$ cat config.mk
export PLATFORM = sky130hd
export DESIGN_NAME = sample_loader
export DESIGN_NICKNAME = d
export VERILOG_FILES = /design/src/rtl/sample_loader.sv
export SDC_FILE = /design/constraint.sdc
export NUM_CORES = 1
export LEC_CHECK = 0
export CAP_MARGIN = 20
export CORE_ASPECT_RATIO = 1.25
export CORE_MARGIN = 2
export CORE_UTILIZATION = 33
export DETAILED_ROUTE_END_ITERATION = 12
export HOLD_SLACK_MARGIN = 0.12
export MAX_ROUTING_LAYER = met4
export PLACE_DENSITY = 0.67
export SLEW_MARGIN = 30
export SYNTH_ARGS = -nofsm -noshare
export SYNTH_HDL_FRONTEND = slang
export SYNTH_SLANG_ARGS = --single-unit
$ cat constraint.sdc
create_clock -name clk -period 4.1 [get_ports clk]
set_input_delay 0.82 -clock clk [delete_from_list [all_inputs] [get_ports clk]]
set_output_delay 0.82 -clock clk [all_outputs]
set_load 0.1 [all_outputs]
$ cat src/rtl/sample_loader.sv
// Streams a frame of samples into a sample memory and hands the full frame to a compute FSM.
// Optional feature: define LOADER_ZERO_PAD_EN to zero-fill a frame that ends early on s_last.
module sample_loader #(
   parameter int DATA_W = 16,
   parameter int ADDR_W = 12
) (
   input  logic              clk,
   input  logic              rst,
   input  logic              ce,
   input  logic [ADDR_W-1:0] sample_num,
   input  logic              start,
   input  logic [DATA_W-1:0] s_data,
   input  logic              s_valid,
   input  logic              s_last,
   output logic              s_ready,
   output logic              mem_we,
   output logic [ADDR_W-1:0] mem_addr,
   output logic [DATA_W-1:0] mem_wdata,
   output logic              data_loaded,
   input  logic              load_nCompute,
   input  logic              calc_end,
   output logic              busy,
   output logic [2:0]        state
);

   localparam logic [2:0] S_IDLE      = 3'b000;
   localparam logic [2:0] S_FILL      = 3'b001;
   localparam logic [2:0] S_PAD       = 3'b010;
   localparam logic [2:0] S_HANDOFF   = 3'b011;
   localparam logic [2:0] S_WAIT_CALC = 3'b100;

   logic [2:0]        state_q, state_d;
   logic [ADDR_W-1:0] count_q, count_d;
   logic [ADDR_W-1:0] num_q, num_d;
   logic              mem_we_q, mem_we_d;
   logic [ADDR_W-1:0] mem_addr_q, mem_addr_d;
   logic [DATA_W-1:0] mem_wdata_q, mem_wdata_d;
   logic              data_loaded_q, data_loaded_d;
   logic [ADDR_W-1:0] last_idx_s;
   logic              xfer_s;

   // A latched sample_num of 0 wraps to the all-ones index, giving a 2^ADDR_W frame.
   assign last_idx_s = num_q - {{(ADDR_W-1){1'b0}}, 1'b1};
   assign s_ready    = ce & (state_q == S_FILL);
   assign xfer_s     = s_valid & s_ready;

   // State register
   always_ff @(posedge clk) begin
      if (rst) begin
         state_q <= S_IDLE;
      end else begin
         state_q <= state_d;
      end
   end

   // Next-state logic
   always_comb begin
      state_d = state_q;
      if (ce) begin
         case (state_q)
            S_IDLE: begin
               if (start) begin
                  state_d = S_FILL;
               end else begin
                  state_d = S_IDLE;
               end
            end
            S_FILL: begin
               if (xfer_s && (count_q == last_idx_s)) begin
                  state_d = S_HANDOFF;
`ifdef LOADER_ZERO_PAD_EN
               end else if (xfer_s && s_last && (count_q < last_idx_s)) begin
                  state_d = S_PAD;
`endif
               end else begin
                  state_d = S_FILL;
               end
            end
`ifdef LOADER_ZERO_PAD_EN
            S_PAD: begin
               if (count_q == last_idx_s) begin
                  state_d = S_HANDOFF;
               end else begin
                  state_d = S_PAD;
               end
            end
`endif
            S_HANDOFF: begin
               if (!load_nCompute) begin
                  state_d = S_WAIT_CALC;
               end else begin
                  state_d = S_HANDOFF;
               end
            end
            S_WAIT_CALC: begin
               if (calc_end) begin
                  state_d = S_IDLE;
               end else begin
                  state_d = S_WAIT_CALC;
               end
            end
            default: state_d = S_IDLE;
         endcase
      end else begin
         state_d = state_q;
      end
   end

   // Datapath and registered-output next values
   always_comb begin
      count_d       = count_q;
      num_d         = num_q;
      mem_we_d      = 1'b0;
      mem_addr_d    = mem_addr_q;
      mem_wdata_d   = mem_wdata_q;
      data_loaded_d = data_loaded_q;
      if (ce) begin
         // Raised on the same edge as the final write, so it never leads mem_we.
         data_loaded_d = (state_d == S_HANDOFF);
         case (state_q)
            S_IDLE: begin
               if (start) begin
                  num_d   = sample_num;
                  count_d = {ADDR_W{1'b0}};
               end else begin
                  num_d   = num_q;
               end
            end
            S_FILL: begin
               if (xfer_s) begin
                  mem_we_d    = 1'b1;
                  mem_addr_d  = count_q;
                  mem_wdata_d = s_data;
                  count_d     = count_q + {{(ADDR_W-1){1'b0}}, 1'b1};
               end else begin
                  mem_we_d    = 1'b0;
               end
            end
`ifdef LOADER_ZERO_PAD_EN
            S_PAD: begin
               mem_we_d    = 1'b1;
               mem_addr_d  = count_q;
               mem_wdata_d = {DATA_W{1'b0}};
               count_d     = count_q + {{(ADDR_W-1){1'b0}}, 1'b1};
            end
`endif
            default: begin
               mem_we_d = 1'b0;
            end
         endcase
      end else begin
         mem_we_d = 1'b0;
      end
   end

   // Datapath and output registers
   always_ff @(posedge clk) begin
      if (rst) begin
         count_q       <= {ADDR_W{1'b0}};
         num_q         <= {ADDR_W{1'b0}};
         mem_we_q      <= 1'b0;
         mem_addr_q    <= {ADDR_W{1'b0}};
         mem_wdata_q   <= {DATA_W{1'b0}};
         data_loaded_q <= 1'b0;
      end else begin
         count_q       <= count_d;
         num_q         <= num_d;
         mem_we_q      <= mem_we_d;
         mem_addr_q    <= mem_addr_d;
         mem_wdata_q   <= mem_wdata_d;
         data_loaded_q <= data_loaded_d;
      end
   end

   assign mem_we      = mem_we_q;
   assign mem_addr    = mem_addr_q;
   assign mem_wdata   = mem_wdata_q;
   assign data_loaded = data_loaded_q;
   assign busy        = (state_q != S_IDLE);
   assign state       = state_q;

endmodule
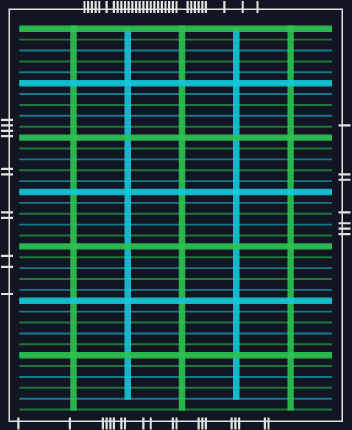
*Power grid*
Scale: 4 px per µm. Pins as bars on the die edge.
Cyan is VDD. Green is VSS.
7 straps on met5. 5 straps on met4. 36 met1 rails follow the rows. 71 signal pins sit on the boundary.

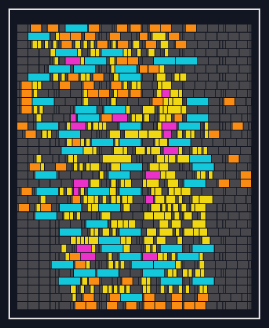
*Cells colored by class*
Scale: 3 px per µm. Fill, decap, tap and diode cells in gray.
Magenta is clock drivers and dummy loads, cells 15, share of their area 5.1%. Cyan is registers, cells 57, share of their area 34%. Orange is remaining buffers and delay cells, cells 73, share of their area 21%. Yellow is remaining logic cells, cells 244, share of their area 40%.

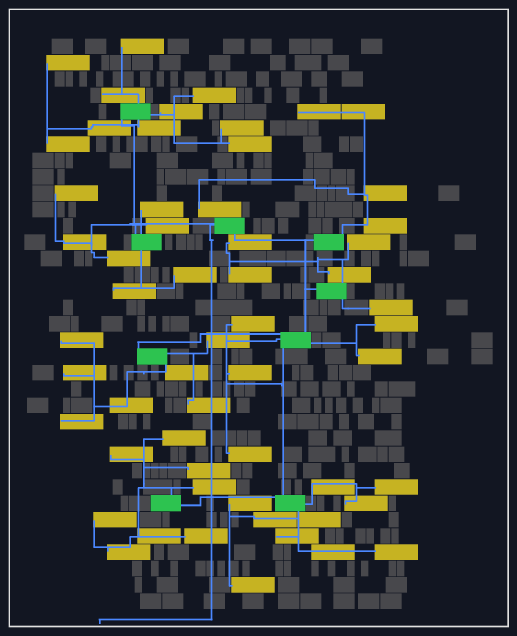
*Clock distribution*
Scale: 6 px per µm.
Yellow is flip-flops, count 57. Green is clock-net drivers, count 9. Blue is clock wires, length 782 µm.
There are 10 routed clock nets.

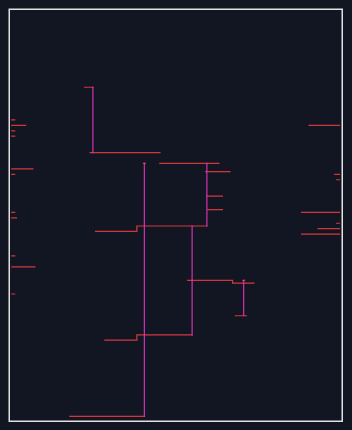
*Metal layers overlaid*
Scale: 4 px per µm. Two of the layers only.
Red is M3, wire length 193 µm. Magenta is M4, wire length 131 µm.

==> changes_impl.md <==
### Implementation results

* Log Warnings at 27
* Initial antenna violation count at 0
* YS chip area at between 2000 and 3000 µm²
* Dominant cell area share at 0.444
* Starting DRT DRC Count at 64
* Hold-fix buffers, CTS at 0
* Pleak at 1.23 nW
* Total CTS buffers at 9
* Yosys adder share at 0.00975
* Final Hold Viols at 0
* IO Port Bufs at 69
* Clk slew on worst S/H paths at about 0.070 ns
* Final Util at 0.467
* Flip-flops with a built-in enable at 0
* Post-route ant nets at 0
* Layout cells sized above 1 at 0.0694
* Residual DRC at 0
* Largest net degree at the start of global routing at 32
* Die width at 82.9 µm
* Routability cong. at about 0.78
* Post-Synth XOR/XNOR Area at 0.0750
* DP HPWL at 4580 µm
* Post-detailed-route wirelength per cell at approximately 13 µm
* TritonCTS Sinks at 57
* Worst setup path category: reg2out
* Post-synthesis sequential area ratio at 0.444
* Postcts setup bufs at 0
* Fin crit share at 0.714
* Post-synthesis mux area share at 0.00390
* Yosys Warn Count at 0
* Placed Area at approximately 3300 µm²
* IO Pins at 71
* FFs w/ async S/R, synth at 0
* Yosys top cell by area: dfxtp_1
* Synth cell count leaders: nand2_1, dfxtp_1, a21oi_1, nor2_1, clkbuf_1
* Crit path capture type: primary output
* Layout Nets at between 400 and 500
* Slew margin rel. at 0.330
* Post-Syn Nets at 360
* Pre-Repair DR Iteration Count at 4
* Skew final at 0.00455 ns
* CTS tree: done
* Cell with the most instances after synthesis: nand2_1
* Worst slew pin tran at 1.00 ns
* Total wire length at 6340 µm
* RSZ-0062 raised after global routing: no
* Vias per cell at 4.96
* # rows at 35
* Max IR drop VDD at ~220 µV
* Max frequency at approximately 340 MHz
* Outcome: complete, no violations
* Dominant comb cell: simple AND/OR/NAND/NOR gates
* Late-Pin Clk Latency at 0.33 ns
* Max Root-Sink Buffers at 2
* Final slew viol count at 0
* Resize count post-CTS at 0
* H-tree Lvls at 3
* Biggest area cells: dfxtp_1, nand2_1, a21oi_1
* Global-route wire length before repair at 10400 µm
* Max-Cap Viols at 0
* Tot GR Track Use at 0.157
* Fin crit period at 2.93 ns
* Post-synth regs at 57
* Overflow after GRT at 0
* Post-Syn Area per Cell at 7.97 µm²
* CTS root buf: clkbuf_8
* Area Growth Syn to Fin at 35.5%
* Number of global-route vias before repair at 2317
* Synthesized instance count at around 320
* Ant diodes at 0
* Ao+oa area frac at 0.166
* Netlist cell types at 46
* Yosys cell count at 322
* Cell Pwr Density at 345 nW/µm²
* Startpoint types: register
* Overall power at 1.20 mW
* Final setup viols at 0
* Post-route cell area at 3480 µm²
* Crit path max fanout at 9
* Hold/Removal Path Class: reg2reg
* Die Area at 8510 µm²
* Vias post-DR at 2384
* Setup_tns at 0 ns
* Post-Syn Area at approximately 2600 µm²
* Core area at 7440 µm²
* Arrival time worst endpoint at 2.11 ns
* CP required at 3.28 ns
* Starting Density at 0.345
* Dominant flop cell: dfxtp_1
* Synth Area in Simple Gates at 0.263
* Die Y at 103 µm
## metrics by stage
step / setup WS (ns) / hold WS (ns) / instances
6_report: 1.17 / 0.453 / 481
5_1_grt: 1.07 / 0.478 / 481
4_1_cts: 1.15 / 0.457 / 481
3_5_place_dp: 0.993 / 0.447 / 466
3_3_place_gp: 1.03 / 0.441 / 466
2_1_floorplan: 0.892 / 0.450 / 322
## power by group
group	internal (mW)	leakage [nW]	total, mW	switching (mW)
Sequential	0.564	0.461	0.575	0.0117
Clock	0.229	0.0802	0.455	0.226
Combinational	0.0715	0.684	0.170	0.0988
Total	0.864	1.23	1.20	0.337
## cell usage in the layout, fill, tap and decap left out, types with 3 or more instances in the layout
cell,instances
a21oi_1,48
and3_1,3
buf_4,5
clkbuf_8,10
clkdlybuf4s50_1,68
clkinvlp_4,3
dfxtp_1,57
nand2_1,94
nand4_1,4
nor2_1,17
nor3_1,3
o21ai_0,9
or3_1,5
xnor2_1,9
xor2_1,13
## worst paths after layout
check                           slack [ns]  cells after the start            to         start
worst max-delay path                  1.17                      2          busy      state[1]
worst min-delay path                  0.45                      2  mem_wdata[5]  mem_wdata[5]
worst max register to register        1.88                      5   count_q[11]      state[0]
worst min register to register        0.45                      2  mem_wdata[5]  mem_wdata[5]
## cell type report
class / count / area (µm²)
fill: 770 / 3970
multi-input combinational: 242 / 1330
sequential: 57 / 1140
timing repair buffer: 73 / 718
clock buffer: 10 / 138
tap: 92 / 115
clock inverter: 5 / 32.5
inverter: 2 / 7.51
## critical path: stages (launching register included)
cell             delay, ns
dfxtp_1               0.48
or3_1                 0.16
clkdlybuf4s50_1       1.13
## logic make-up after synthesis
group / after synthesis
AND-OR/OR-AND: 71
XOR/XNOR: 22
adder cells (fa/ha/maj): 2
buffers and inverters: 23
flip-flops: 57
multiplexers: 1
AND/OR/NAND/NOR: 146
## layer usage
metal  part of all wire  vias to the layer above  wire length [µm]  global-route usage
met1               0.45                     1119              2860               0.176
li1                   -                     1215                 -                   -
met2               0.50                       39              3150               0.265
met5                  0                        -                 0                   -
met4              0.021                        0               131              0.0757
met3              0.030                       11               193              0.0376
## state kept, by name, indices dropped and copies added, names as in the netlist
register and cells:
mem_wdata 16, count_q 12, mem_addr 12, num_q 12, state 3, data_loaded 1
mem_we 1
Power figures rest on the tool's default switching activity, not on a simulated workload.
